==> config.mk <==
export PLATFORM = sky130hd
export DESIGN_NAME = mux_scan_sampler_flat
export DESIGN_NICKNAME = d
export VERILOG_FILES = /design/src/rtl/mux_scan_sampler_if.sv /design/src/rtl/mux_scan_sampler.sv /design/src/flat_wrapper.sv
export SDC_FILE = /design/constraint.sdc
export NUM_CORES = 1
export LEC_CHECK = 0
export ABC_AREA = 1
export CELL_PAD_IN_SITES_DETAIL_PLACEMENT = 1
export CELL_PAD_IN_SITES_GLOBAL_PLACEMENT = 1
export CORE_ASPECT_RATIO = 0.6
export CORE_MARGIN = 10
export CORE_UTILIZATION = 40
export CTS_CLUSTER_DIAMETER = 100
export DETAILED_ROUTE_END_ITERATION = 6
export DONT_BUFFER_PORTS = 1
export GPL_ROUTABILITY_DRIVEN = 0
export PLACE_DENSITY = 0.78
export SLEW_MARGIN = 20
export SYNTH_ARGS = -nofsm -noshare
export SYNTH_HDL_FRONTEND = slang
export SYNTH_SLANG_ARGS = --single-unit
==> constraint.sdc <==
create_clock -name clk -period 1.6 [get_ports clk]
set_input_delay 0.16 -clock clk [delete_from_list [all_inputs] [get_ports clk]]
set_output_delay 0.16 -clock clk [all_outputs]
set_load 0.1 [all_outputs]
==> src/rtl/mux_scan_sampler_if.sv <==
// Bus between the scan sequencer, the 4:1 select mux and the TDC frame capture.
// Optional macro MUX_SCAN_DEGLITCH_EN adds the glitch_seen frame flag.
interface mux_scan_sampler_if;
    logic       start;
    logic       busy;
    logic       sel_x;
    logic       sel_y;
    logic       mux_z;
    logic [3:0] frame_data;
    logic       frame_valid;
    logic       frame_ready;
    logic [7:0] frame_count;
`ifdef MUX_SCAN_DEGLITCH_EN
    logic       glitch_seen;
`endif

    // Sequencer side
    modport master (
        input  start, mux_z, frame_ready,
        output busy, sel_x, sel_y, frame_data, frame_valid, frame_count
`ifdef MUX_SCAN_DEGLITCH_EN
        , output glitch_seen
`endif
    );

    // Mux / capture side
    modport slave (
        output start, mux_z, frame_ready,
        input  busy, sel_x, sel_y, frame_data, frame_valid, frame_count
`ifdef MUX_SCAN_DEGLITCH_EN
        , input glitch_seen
`endif
    );
endinterface

==> src/rtl/mux_scan_sampler.sv <==
// Mux scan sequencer: steps the 4:1 mux select over enabled channels, waits a
// settle interval, samples z and hands the 4-bit frame downstream (valid/ready).
// Optional macro MUX_SCAN_DEGLITCH_EN: 3-sample majority per channel + glitch_seen.
module mux_scan_sampler #(
    parameter int unsigned SETTLE_CYCLES = 2,
    parameter logic [3:0]  CH_MASK       = 4'b1111
) (
    input  logic               clk,
    input  logic               rst,
    mux_scan_sampler_if.master bus
);
    localparam int unsigned CNT_W = 4;

    typedef enum logic [1:0] {ST_IDLE, ST_SETTLE, ST_SAMPLE, ST_DONE} state_t;

    state_t             r_state, w_state_nxt, w_after_sel;
    logic [1:0]         r_ch, w_ch_nxt;
    logic [CNT_W-1:0]   r_cnt, w_cnt_nxt;
    logic [3:0]         r_data, w_data_nxt;
    logic               r_valid, w_valid_nxt;
    logic [7:0]         r_count, w_count_nxt;
    logic [2:0]         w_first, w_next;
    logic               w_last_smp, w_bit;
`ifdef MUX_SCAN_DEGLITCH_EN
    logic [1:0]         r_rep, w_rep_nxt;
    logic [1:0]         r_smp, w_smp_nxt;
    logic               r_glitch, w_glitch_nxt;
    logic               w_disagree;
`endif

    // Lowest enabled channel at or above 'from'; bit 2 flags that one exists
    function automatic logic [2:0] f_find(input logic [2:0] from);
        logic [2:0] res;
        res = 3'b000;
        for (int i = 3; i >= 0; i--) begin
            if (CH_MASK[i] && (3'(i) >= from)) res = {1'b1, 2'(i)};
        end
        return res;
    endfunction

    assign w_first     = f_find(3'd0);
    assign w_next      = f_find({1'b0, r_ch} + 3'd1);
    assign w_after_sel = (SETTLE_CYCLES == 0) ? ST_SAMPLE : ST_SETTLE;

`ifdef MUX_SCAN_DEGLITCH_EN
    assign w_last_smp = (r_rep == 2'd2);
    assign w_bit      = (r_smp[0] & r_smp[1]) | (r_smp[0] & bus.mux_z) | (r_smp[1] & bus.mux_z);
    assign w_disagree = !((r_smp[0] == r_smp[1]) && (r_smp[1] == bus.mux_z));
`else
    assign w_last_smp = 1'b1;
    assign w_bit      = bus.mux_z;
`endif

    // State and datapath registers, synchronous reset
    always_ff @(posedge clk) begin
        if (rst) begin
            r_state  <= ST_IDLE;
            r_ch     <= 2'd0;
            r_cnt    <= '0;
            r_data   <= 4'd0;
            r_valid  <= 1'b0;
            r_count  <= 8'd0;
`ifdef MUX_SCAN_DEGLITCH_EN
            r_rep    <= 2'd0;
            r_smp    <= 2'd0;
            r_glitch <= 1'b0;
`endif
        end else begin
            r_state  <= w_state_nxt;
            r_ch     <= w_ch_nxt;
            r_cnt    <= w_cnt_nxt;
            r_data   <= w_data_nxt;
            r_valid  <= w_valid_nxt;
            r_count  <= w_count_nxt;
`ifdef MUX_SCAN_DEGLITCH_EN
            r_rep    <= w_rep_nxt;
            r_smp    <= w_smp_nxt;
            r_glitch <= w_glitch_nxt;
`endif
        end
    end

    // Next-state logic
    always_comb begin
        w_state_nxt = r_state;
        case (r_state)
            ST_IDLE:   if (bus.start) w_state_nxt = (CH_MASK == 4'd0) ? ST_DONE : w_after_sel;
            ST_SETTLE: if (r_cnt == CNT_W'(SETTLE_CYCLES - 1)) w_state_nxt = ST_SAMPLE;
            ST_SAMPLE: if (w_last_smp) w_state_nxt = w_next[2] ? w_after_sel : ST_DONE;
            ST_DONE:   if (r_valid && bus.frame_ready) w_state_nxt = ST_IDLE;
            default:   w_state_nxt = ST_IDLE;
        endcase
    end

    // Datapath next values: select, settle counter, capture, handshake
    always_comb begin
        w_ch_nxt     = r_ch;
        w_cnt_nxt    = r_cnt;
        w_data_nxt   = r_data;
        w_valid_nxt  = r_valid;
        w_count_nxt  = r_count;
`ifdef MUX_SCAN_DEGLITCH_EN
        w_rep_nxt    = r_rep;
        w_smp_nxt    = r_smp;
        w_glitch_nxt = r_glitch;
`endif
        case (r_state)
            ST_IDLE: begin
                if (bus.start) begin
                    w_ch_nxt     = w_first[1:0];
                    w_cnt_nxt    = '0;
                    w_data_nxt   = 4'd0;
`ifdef MUX_SCAN_DEGLITCH_EN
                    w_rep_nxt    = 2'd0;
                    w_glitch_nxt = 1'b0;
`endif
                end
            end
            ST_SETTLE: w_cnt_nxt = r_cnt + CNT_W'(1);
            ST_SAMPLE: begin
                if (w_last_smp) begin
                    w_data_nxt[r_ch] = w_bit;
`ifdef MUX_SCAN_DEGLITCH_EN
                    w_rep_nxt        = 2'd0;
                    w_glitch_nxt     = r_glitch | w_disagree;
`endif
                    if (w_next[2]) begin
                        w_ch_nxt  = w_next[1:0];
                        w_cnt_nxt = '0;
                    end else begin
                        w_valid_nxt = 1'b1;
                    end
                end else begin
`ifdef MUX_SCAN_DEGLITCH_EN
                    w_smp_nxt[r_rep[0]] = bus.mux_z;
                    w_rep_nxt           = r_rep + 2'd1;
`endif
                end
            end
            ST_DONE: begin
                // Empty-mask scans enter DONE straight from IDLE; valid follows one cycle later
                if (!r_valid) begin
                    w_valid_nxt = 1'b1;
                end else if (bus.frame_ready) begin
                    w_valid_nxt = 1'b0;
                    w_count_nxt = r_count + 8'd1;
                end
            end
            default: ;
        endcase
    end

    assign bus.busy        = (r_state != ST_IDLE);
    assign bus.sel_x       = r_ch[1];
    assign bus.sel_y       = r_ch[0];
    assign bus.frame_data  = r_data;
    assign bus.frame_valid = r_valid;
    assign bus.frame_count = r_count;
`ifdef MUX_SCAN_DEGLITCH_EN
    assign bus.glitch_seen = r_glitch;
`endif
endmodule
==> src/flat_wrapper.sv <==
// flat-port wrapper written by rule: the top's interface ports become plain ports
module mux_scan_sampler_flat 
#(
    parameter int unsigned SETTLE_CYCLES = 2,
    parameter logic [3:0]  CH_MASK       = 4'b1111
)
  (clk, rst, bus_start, bus_mux_z, bus_frame_ready, bus_busy, bus_sel_x, bus_sel_y, bus_frame_data, bus_frame_valid, bus_frame_count);
  mux_scan_sampler_if bus_i ();
  input  logic clk;
  input  logic rst;
  input wire logic [$bits(bus_i.start)-1:0] bus_start;
  input wire logic [$bits(bus_i.mux_z)-1:0] bus_mux_z;
  input wire logic [$bits(bus_i.frame_ready)-1:0] bus_frame_ready;
  output wire logic [$bits(bus_i.busy)-1:0] bus_busy;
  output wire logic [$bits(bus_i.sel_x)-1:0] bus_sel_x;
  output wire logic [$bits(bus_i.sel_y)-1:0] bus_sel_y;
  output wire logic [$bits(bus_i.frame_data)-1:0] bus_frame_data;
  output wire logic [$bits(bus_i.frame_valid)-1:0] bus_frame_valid;
  output wire logic [$bits(bus_i.frame_count)-1:0] bus_frame_count;
  assign bus_i.start = bus_start;
  assign bus_i.mux_z = bus_mux_z;
  assign bus_i.frame_ready = bus_frame_ready;
  assign bus_busy = bus_i.busy;
  assign bus_sel_x = bus_i.sel_x;
  assign bus_sel_y = bus_i.sel_y;
  assign bus_frame_data = bus_i.frame_data;
  assign bus_frame_valid = bus_i.frame_valid;
  assign bus_frame_count = bus_i.frame_count;
  mux_scan_sampler #(.SETTLE_CYCLES(SETTLE_CYCLES), .CH_MASK(CH_MASK)) u_core (.clk(clk), .rst(rst), .bus(bus_i));
endmodule
Fig. 1: run 1, wires at chosen ports, followed through buffers
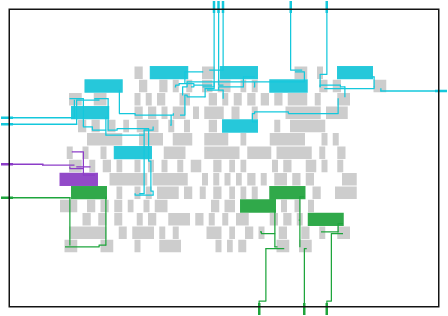
| colour | port | bits | direction | edge | end cells | buffers | wire |
|---|---|---|---|---|---|---|---|
| purple | bus_frame_valid | 1 | output | west | 1 | 1 | 28.0 microns |
| green | bus_frame_data | 4 | output | 3 south, 1 west | 4 | 4 | 114 microns |
| cyan | bus_frame_count | 8 | output | 5 north, 2 west, 1 east | 8 | 8 | 349 microns |
IO Pins: 21
I/O Buffers: 0

Fig. 2: run 1, clock wires, drivers and flops
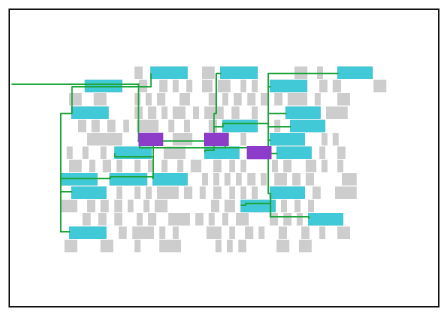
[cyan] flip-flops | count: 21
[purple] clock-net drivers | count: 3
[green] clock wires | length: 269 microns
routed clock nets: 4
Clock group: 343 uW
clock latency on the worst-skew pair: 0.26 ns
Final Skew: 0.00370 ns
power share of the clock group: 25.4%

==> deck_impl_summary.md, run 1 <==
Implementation Results

Outcome
  • Outcome: completed

Worst setup path
  • Worst EP arrival: 1.23 ns
  • Buffers plus inverters on the worst setup path: 2
  • Worst setup path endpoint: bus_busy
  • CP delay by family, top: flip-flops
  • Reg-to-reg endpoint: u_core.r_state[1]
  • FF-to-FF setup slack: between 0.2 and 0.3 ns
  • Levels on crit path: 3
  • Slowest stage cell, crit path: dfxtp_1
  • Crit start category: register
  • FF-to-FF path depth: 5
  • Critical Path Sink Type: primary output
  • Cells along the critical path: inv_1, nand2_1, buf_4

Place
  • Placed Cells: slightly below 200
  • Post-Place Cell Area: roughly 0.0013 sq mm

Logic synthesis
  • Number of enable flip-flop cells: 0
  • Synth Area in XOR/XNOR: less than 1%
  • Simple share: about a quarter
  • Leading area contributor after synthesis: dfxtp_1
  • Ys async rst share: 0%
  • Ys flops: 21
  • Top cells by area: dfxtp_1, ha_1, nand2_1
  • Total nets after synthesis: between 150 and 200
  • Synth Area in Compound Gates: between 10% and 20%
  • Mux area share: 0%
  • Seq share, synth: about 39%
  • Most frequent cells after synthesis: nand2_1, inv_1, dfxtp_1
  • Cell count after synthesis: between 100 and 150
  • Adder Area Share: under 10%
  • Area leader share: around 39%
  • Most numerous cell in the Yosys netlist: nand2_1
  • Top logic family: simple AND/OR/NAND/NOR gates
  • Yosys warning total: 0

Clocking
  • CTS tree: done
  • Worst-path clk slew: about 0.08 ns
  • Clock sinks: 21
  • Post-CTS setup buffers: 0
  • Clock buffer depth: 2
  • PostCTS Resize Cnt: 0

Power and ir drop
  • Comb power frac: a little under a third
  • Sequential Power Share: between 40% and 50%
  • Peak VDD IR: 0.510 mV
  • Leak: about 0.00064 uW
  • Switching share of total power: 39.2%
  • Total Power: 1350 uW

Detailed routing
  • Final ANT Viol Nets: 0
  • Highest routing layer actually used: met4
  • Vias/cell: just over 5
  • Metal-1 WL: roughly 1400 microns
  • DRC: 0
  • Drt first pass iters: 4

Timing
  • Tmin final: roughly 1.4 ns
  • Setup ws final: roughly 0.2 ns
  • Hold Slack: just under 0.09 ns
  • Endpoints failing setup: 0
  • Hold Fails Final Rpt: 0
  • Peak Freq: a little over 700 MHz
  • Relative slew slack: roughly 74%
  • Fin crit share: between 80% and 90%
  • Unrepaired setup endpoints after global routing: no
  • Setup TNS: 0 ns

Layout
  • Design Area, Final: roughly 0.0013 sq mm
  • Finished Layout Cells: about 200
  • Flop share of the area: 33.0%
  • Fillers: 338
  • Share of cells above drive strength 1: roughly a fifth
  • Max reg flops: 8
  • Area grow syn2layout: 20.5%
  • Seq_cells: 21
  • Non-clk invs: 25
  • Most frequent cells in the layout: nand2_1, inv_1, buf_4, a21oi_1, o21ai_0
  • Util after Layout: between 50% and 60%
  • Ant diodes: 0
  • Largest class: multi-input combinational cells
  • Clock buffer count: 3
  • Non-clock buffer share: ~10%
  • Comb gates: between 100 and 150

GRT
  • Antenna violations before repair: 0
  • Gr busiest metal: met2
  • First-pass GRT wire length: 4890 microns
  • Grt ovf: 0

Floorplan
  • FP Core Util: 42.5%
  • Die area: 0.00527 sq mm

Job
  • OpenROAD warning count: 31
  • Maxcap violations: 0

Worst hold path
  • Worst min-delay path category: input port to register
  • Hold Path Depth: 2
  • Hold Path End: u_core.bus.frame_data[3]
Fig. 3: run 1, routed metal, one colour a layer
The bar under the picture is 20 microns long.
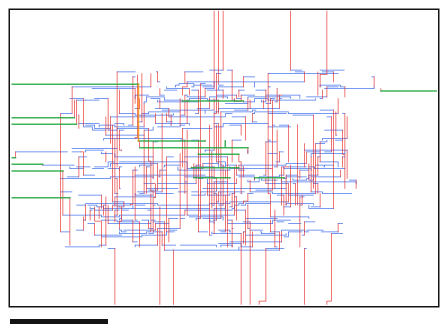
| colour | layer | wire length |
|---|---|---|
| green | M3 | 173 microns |
| orange | M4 | 11.6 microns |
| red | M2 | 1,300 microns |
| blue | M1 | 1,400 microns |
drt total wl: 2890 microns
Tot GR Track Use: 11.6%
DR vias: 1,019
routed len/inst: 14.4 microns

Fig. 4: run 1, ports around the boundary
Pins as bars across the die edge, other pins in grey.
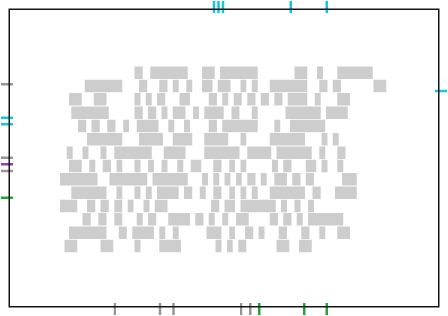
| colour | port | pins | direction | edge |
|---|---|---|---|---|
| purple | bus_frame_valid | 1 | output | west |
| green | bus_frame_data | 4 | output | 3 south, 1 west |
| cyan | bus_frame_count | 8 | output | 5 north, 2 west, 1 east |
all pins by edge: 8 south, 7 west, 5 north, 1 east
die span in y: 60.4 microns
Die W: 87.3 microns

==> run 2: changes to the inputs <==
Settings changed: PLACE_DENSITY 0.78 to not set, PLACE_DENSITY_LB_ADDON set to 0.1.
==> deck_impl_summary.md, run 2 <==
Implementation Results

Timing
  • Setup ws final: 0.201 ns (-0.00395 ns)
  • Peak Freq: 715 MHz (-0.28%)
  • Hold Fails Final Rpt: 0 (unchanged)
  • Setup TNS: 0 ns (unchanged)
  • Max-slew violation count: 0
  • Hold Slack: 0.0625 ns (-0.0251 ns)
  • Tmin final: 1.40 ns (+0.00395 ns)
  • Fin crit share: 87.4% (+0.25 points)
  • Relative slew slack: 73.4% (-0.84 points)
  • Unrepaired setup endpoints after global routing: no
  • Endpoints failing setup: 0 (unchanged)

Job
  • Maxcap violations: 0 (unchanged)
  • OpenROAD warning count: 31 (unchanged)

Layout
  • Finished Layout Cells: 200 (unchanged)
  • Max reg flops: 8 (unchanged)
  • Ant diodes: 0 (unchanged)
  • Most frequent cells in the layout: nand2_1, inv_1, buf_4, a21oi_1, o21ai_0
  • Flop share of the area: 33.0% (about the same)
  • Non-clock buffers: 17
  • Seq_cells: 21 (unchanged)
  • Share of cells above drive strength 1: 19.6% (-0.60 points)
  • Design Area, Final: 0.00131 sq mm (about the same)
  • Non-clk invs: 25 (unchanged)
  • Area grow syn2layout: 20.4% (about the same)
  • Non-clock buffer share: 9.94% (about the same)
  • Largest class: multi-input combinational cells
  • Fillers: 352 (+4.1%)
  • Util after Layout: 51.2% (about the same)
  • Comb gates: 101 (unchanged)
  • Clock-cell share of area: under 10%
  • Clock buffer count: 4 (+1)

Detailed routing
  • Highest routing layer actually used: met4
  • Vias/cell: 5.03 (-1.4%)
  • Drt first pass iters: 4 (unchanged)
  • DR vias: 1,005 (-1.4%)
  • Final ANT Viol Nets: 0 (unchanged)
  • DRC: 0 (unchanged)
  • Metal-1 WL: 1500 microns (+7.4%)

Logic synthesis
  • Cell count after synthesis: 148 (unchanged)
  • Leading area contributor after synthesis: dfxtp_1
  • Total nets after synthesis: 161 (unchanged)
  • Top logic family: simple AND/OR/NAND/NOR gates
  • Most frequent cells after synthesis: nand2_1, inv_1, dfxtp_1
  • Yosys warning total: 0 (unchanged)
  • Ys flops: 21 (unchanged)
  • Number of enable flip-flop cells: 0 (unchanged)
  • Top cells by area: dfxtp_1, ha_1, nand2_1
  • Mux area share: 0% (unchanged)
  • Synth Area in XOR/XNOR: 0.806% (unchanged)
  • Most numerous cell in the Yosys netlist: nand2_1
  • Ys async rst share: 0% (unchanged)
  • Simple share: 26.4% (unchanged)
  • Area leader share: 38.7% (unchanged)
  • Seq share, synth: 38.7% (unchanged)
  • Adder Area Share: 9.21% (unchanged)
  • Synth Area in Compound Gates: 15.9% (unchanged)

Worst setup path
  • Slowest stage cell, crit path: dfxtp_1
  • Crit start category: register
  • Levels on crit path: 3 (unchanged)
  • Worst EP arrival: 1.24 ns (about the same)
  • FF-to-FF path depth: 5 (unchanged)
  • CP startpoint: u_core.r_state[1]
  • FF-to-FF setup slack: 0.30 ns (+0.02 ns)
  • CP delay by family, top: flip-flops
  • Reg-to-reg endpoint: u_core.bus.frame_count[4]
  • Critical Path Sink Type: primary output
  • Cells along the critical path: inv_1, nand2_1, buf_4
  • Buffers plus inverters on the worst setup path: 2 (unchanged)
  • Worst setup path endpoint: bus_busy

Clocking
  • Worst-path clk slew: 0.08 ns (about the same)
  • Clock sinks: 21 (unchanged)
  • PostCTS Resize Cnt: 0 (unchanged)
  • Post-CTS setup buffers: 0 (unchanged)
  • Clock latency on the worst-skew pair: 0.26 ns (about the same)
  • CTS tree: done
  • Clock buffer depth: 2 (unchanged)

Power and ir drop
  • Comb power frac: 30.4% (about the same)
  • Switching share of total power: 39.1% (-0.076 points)
  • Total Power: 1360 uW (+0.30%)
  • Sequential Power Share: 44.0% (about the same)
  • Cell Pwr Density: around 1000 mW/mm^2
  • Peak VDD IR: 0.643 mV (+26%)
  • Leak: 0.000638 uW (-0.43%)

Place
  • Post-Place Cell Area: 0.00125 sq mm (unchanged)
  • Placed Cells: 195 (unchanged)
  • I/O Buffers: 0 (unchanged)

GRT
  • Grt ovf: 0 (unchanged)
  • First-pass GRT wire length: 4960 microns (+1.6%)
  • Gr busiest metal: met2
  • Antenna violations before repair: 0 (unchanged)
  • Tot GR Track Use: 11.7% (+0.17 points)

Floorplan
  • IO Pins: 21 (unchanged)
  • FP Core Util: 42.5% (unchanged)
  • Die area: 0.00527 sq mm (unchanged)
  • Die span in y: 60.4 microns (unchanged)
  • Die W: 87.3 microns (unchanged)

Outcome
  • Outcome: completed

Worst hold path
  • Worst min-delay path category: input port to register
  • Hold Path End: u_core.bus.frame_data[3]
  • Hold Path Depth: 2 (unchanged)
Fig. 5: run 2, routed metal, one colour a layer
The bar under the picture is 20 microns long.
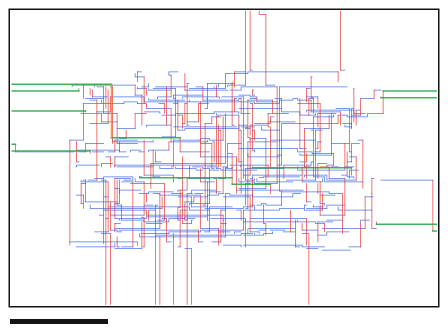
| colour | layer | wire length |
|---|---|---|
| blue | M1 | 1,500 microns |
| orange | M4 | 10.9 microns |
| green | M3 | 161 microns |
| red | M2 | 1,240 microns |
drt total wl: 2910 microns
routed len/inst: 14.6 microns

Fig. 6: run 2, clock wires, drivers and flops
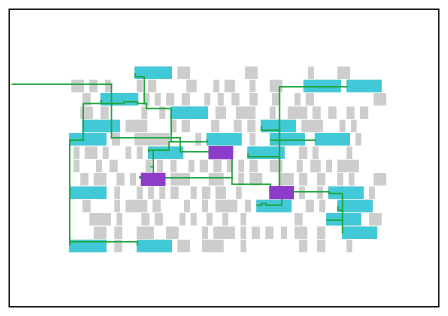
[cyan] flip-flops | count: 21
[purple] clock-net drivers | count: 3
[green] clock wires | length: 284 microns
routed clock nets: 4
power share of the clock group: 25.6%
Final Skew: 0.00401 ns
Clock group: 347 uW

Fig. 7: run 2, ports around the boundary
Pins as bars across the die edge, other pins in grey.
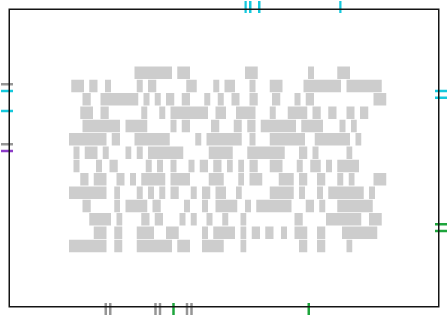
| colour | port | pins | direction | edge |
|---|---|---|---|---|
| cyan | bus_frame_count | 8 | output | 4 north, 2 west, 2 east |
| green | bus_frame_data | 4 | output | 2 east, 2 south |
| purple | bus_frame_valid | 1 | output | west |
all pins by edge: 8 south, 5 west, 4 north, 4 east

==> run 3: changes to the inputs <==
Settings changed: GPL_ROUTABILITY_DRIVEN 0 to not set.
==> deck_impl_summary.md, run 3 <==
Implementation Results

Layout
  • Finished Layout Cells: 200 (unchanged)
  • Design Area, Final: 0.00131 sq mm (unchanged)
  • Max reg flops: 8 (unchanged)
  • Area grow syn2layout: 20.4% (unchanged)
  • Final #Nets: approximately 180
  • Share of cells above drive strength 1: 19.6% (unchanged)
  • Flop share of the area: 33.0% (unchanged)
  • Clock buffer count: 4 (unchanged)
  • Clock-cell share of area: 3.44% (unchanged)
  • Ant diodes: 0 (unchanged)
  • Non-clk invs: 25 (unchanged)
  • Largest class: multi-input combinational cells
  • Comb gates: 101 (unchanged)
  • Non-clock buffers: 17 (unchanged)
  • Most frequent cells in the layout: nand2_1, inv_1, buf_4, a21oi_1, o21ai_0
  • Non-clock buffer share: 9.94% (unchanged)

Detailed routing
  • Final ANT Viol Nets: 0 (unchanged)
  • Vias/cell: 5.03 (unchanged)
  • Highest routing layer actually used: met4
  • DR iter-0 viols: 31
  • Drt first pass iters: 4 (unchanged)
  • Routed len/inst: 14.6 microns (unchanged)
  • Met2 routed WL: about 1200 microns
  • Metal-1 WL: 1500 microns (unchanged)
  • DRC: 0 (unchanged)
  • Routed length on met3: around 160 microns

Logic synthesis
  • Ys async rst share: 0% (unchanged)
  • Leading area contributor after synthesis: dfxtp_1
  • Top cells by area: dfxtp_1, ha_1, nand2_1
  • Synth cell types: 19
  • Area leader share: 38.7% (unchanged)
  • Simple share: 26.4% (unchanged)
  • Number of enable flip-flop cells: 0 (unchanged)
  • Seq share, synth: 38.7% (unchanged)
  • Adder Area Share: 9.21% (unchanged)
  • Mux area share: 0% (unchanged)
  • Synth Area in Compound Gates: 15.9% (unchanged)
  • Ys flops: 21 (unchanged)
  • Most frequent cells after synthesis: nand2_1, inv_1, dfxtp_1
  • Most numerous cell in the Yosys netlist: nand2_1
  • Synth Area in XOR/XNOR: 0.806% (unchanged)
  • Top logic family: simple AND/OR/NAND/NOR gates
  • Total nets after synthesis: 161 (unchanged)
  • Yosys warning total: 0 (unchanged)

Timing
  • Max-slew violation count: 0 (unchanged)
  • Tmin final: 1.40 ns (unchanged)
  • Final Skew: 0.00401 ns (unchanged)
  • Endpoints failing setup: 0 (unchanged)
  • Hold Slack: 0.0625 ns (unchanged)
  • Unrepaired setup endpoints after global routing: no
  • Relative slew slack: 73.4% (unchanged)
  • Hold Fails Final Rpt: 0 (unchanged)
  • Setup TNS: 0 ns (unchanged)
  • Setup ws final: 0.201 ns (unchanged)
  • Peak Freq: 715 MHz (unchanged)

Place
  • I/O Buffers: 0 (unchanged)
  • Post-Place Cell Area: 0.00125 sq mm (unchanged)
  • Placed Cells: 195 (unchanged)

Worst setup path
  • Cells along the critical path: inv_1, nand2_1, buf_4
  • FF-to-FF setup slack: 0.30 ns (about the same)
  • FF-to-FF path depth: 5 (unchanged)
  • Worst setup path endpoint: bus_busy
  • CP startpoint: u_core.r_state[1]
  • Levels on crit path: 3 (unchanged)
  • Crit start category: register
  • Slowest stage cell, crit path: dfxtp_1
  • Buffers plus inverters on the worst setup path: 2 (unchanged)
  • Critical Path Sink Type: primary output
  • Worst EP arrival: 1.24 ns (about the same)
  • CP delay by family, top: flip-flops
  • Worst path max stage delay: 0.47 ns

Clocking
  • Clock latency on the worst-skew pair: 0.26 ns (about the same)
  • H-tree Lvls: 1
  • Post-CTS setup buffers: 0 (unchanged)
  • CTS tree: done
  • Worst-path clk slew: 0.08 ns (about the same)
  • PostCTS Resize Cnt: 0 (unchanged)
  • Clock sinks: 21 (unchanged)
  • Clock buffer depth: 2 (unchanged)

Floorplan
  • Die area: 0.00527 sq mm (unchanged)
  • Die W: 87.3 microns (unchanged)
  • Die span in y: 60.4 microns (unchanged)
  • IO Pins: 21 (unchanged)
  • FP Core Util: 42.5% (unchanged)

Worst hold path
  • Hold Path End: u_core.bus.frame_data[3]
  • Worst min-delay path category: input port to register
  • Hold Path Depth: 2 (unchanged)

Power and ir drop
  • Peak VDD IR: 0.643 mV (unchanged)
  • Comb power frac: 30.4% (about the same)
  • Cell Pwr Density: 1040 mW/mm^2 (unchanged)
  • Int Power: about 820 uW
  • Power share of the clock group: 25.6% (about the same)
  • Clock group: 347 uW (about the same)
  • Total Power: 1360 uW (unchanged)
  • Sequential Power Share: 44.0% (about the same)
  • Switching share of total power: 39.1% (unchanged)
  • Leak: 0.000638 uW (unchanged)

GRT
  • Grt ovf: 0 (unchanged)
  • Antenna violations before repair: 0 (unchanged)
  • Met3 Usage GRT: 4.81%
  • First-pass GRT wire length: 4960 microns (unchanged)
  • Gr busiest metal: met2

Job
  • OpenROAD warning count: 31 (unchanged)
  • Maxcap violations: 0 (unchanged)

Outcome
  • Outcome: completed
Fig. 8: run 3, clock wires, drivers and flops
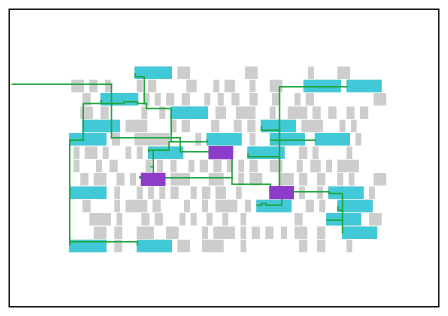
[purple] clock-net drivers | count: 3
[cyan] flip-flops | count: 21
[green] clock wires | length: 284 microns
routed clock nets: 4

Fig. 9: run 3, placed standard cells
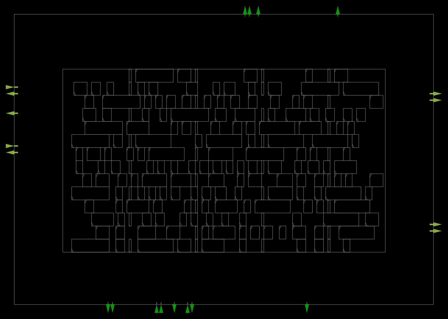
row cnt: 14
Util after Layout: 51.2%
fillers: 352
seq_cells: 21

Fig. 10: run 3, routed metal, one colour a layer
The bar under the picture is 20 microns long.
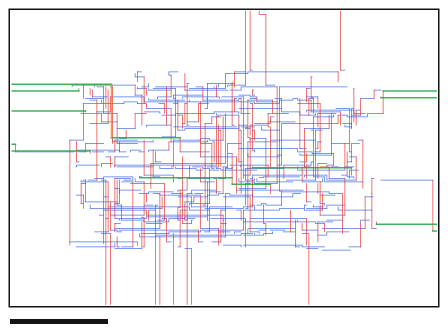
| colour | layer | wire length |
|---|---|---|
| orange | M4 | 10.9 microns |
| red | M2 | 1,240 microns |
| green | M3 | 161 microns |
| blue | M1 | 1,500 microns |
DR vias: 1,005
Tot GR Track Use: 11.7%

Power and IR drop assume default switching activity.
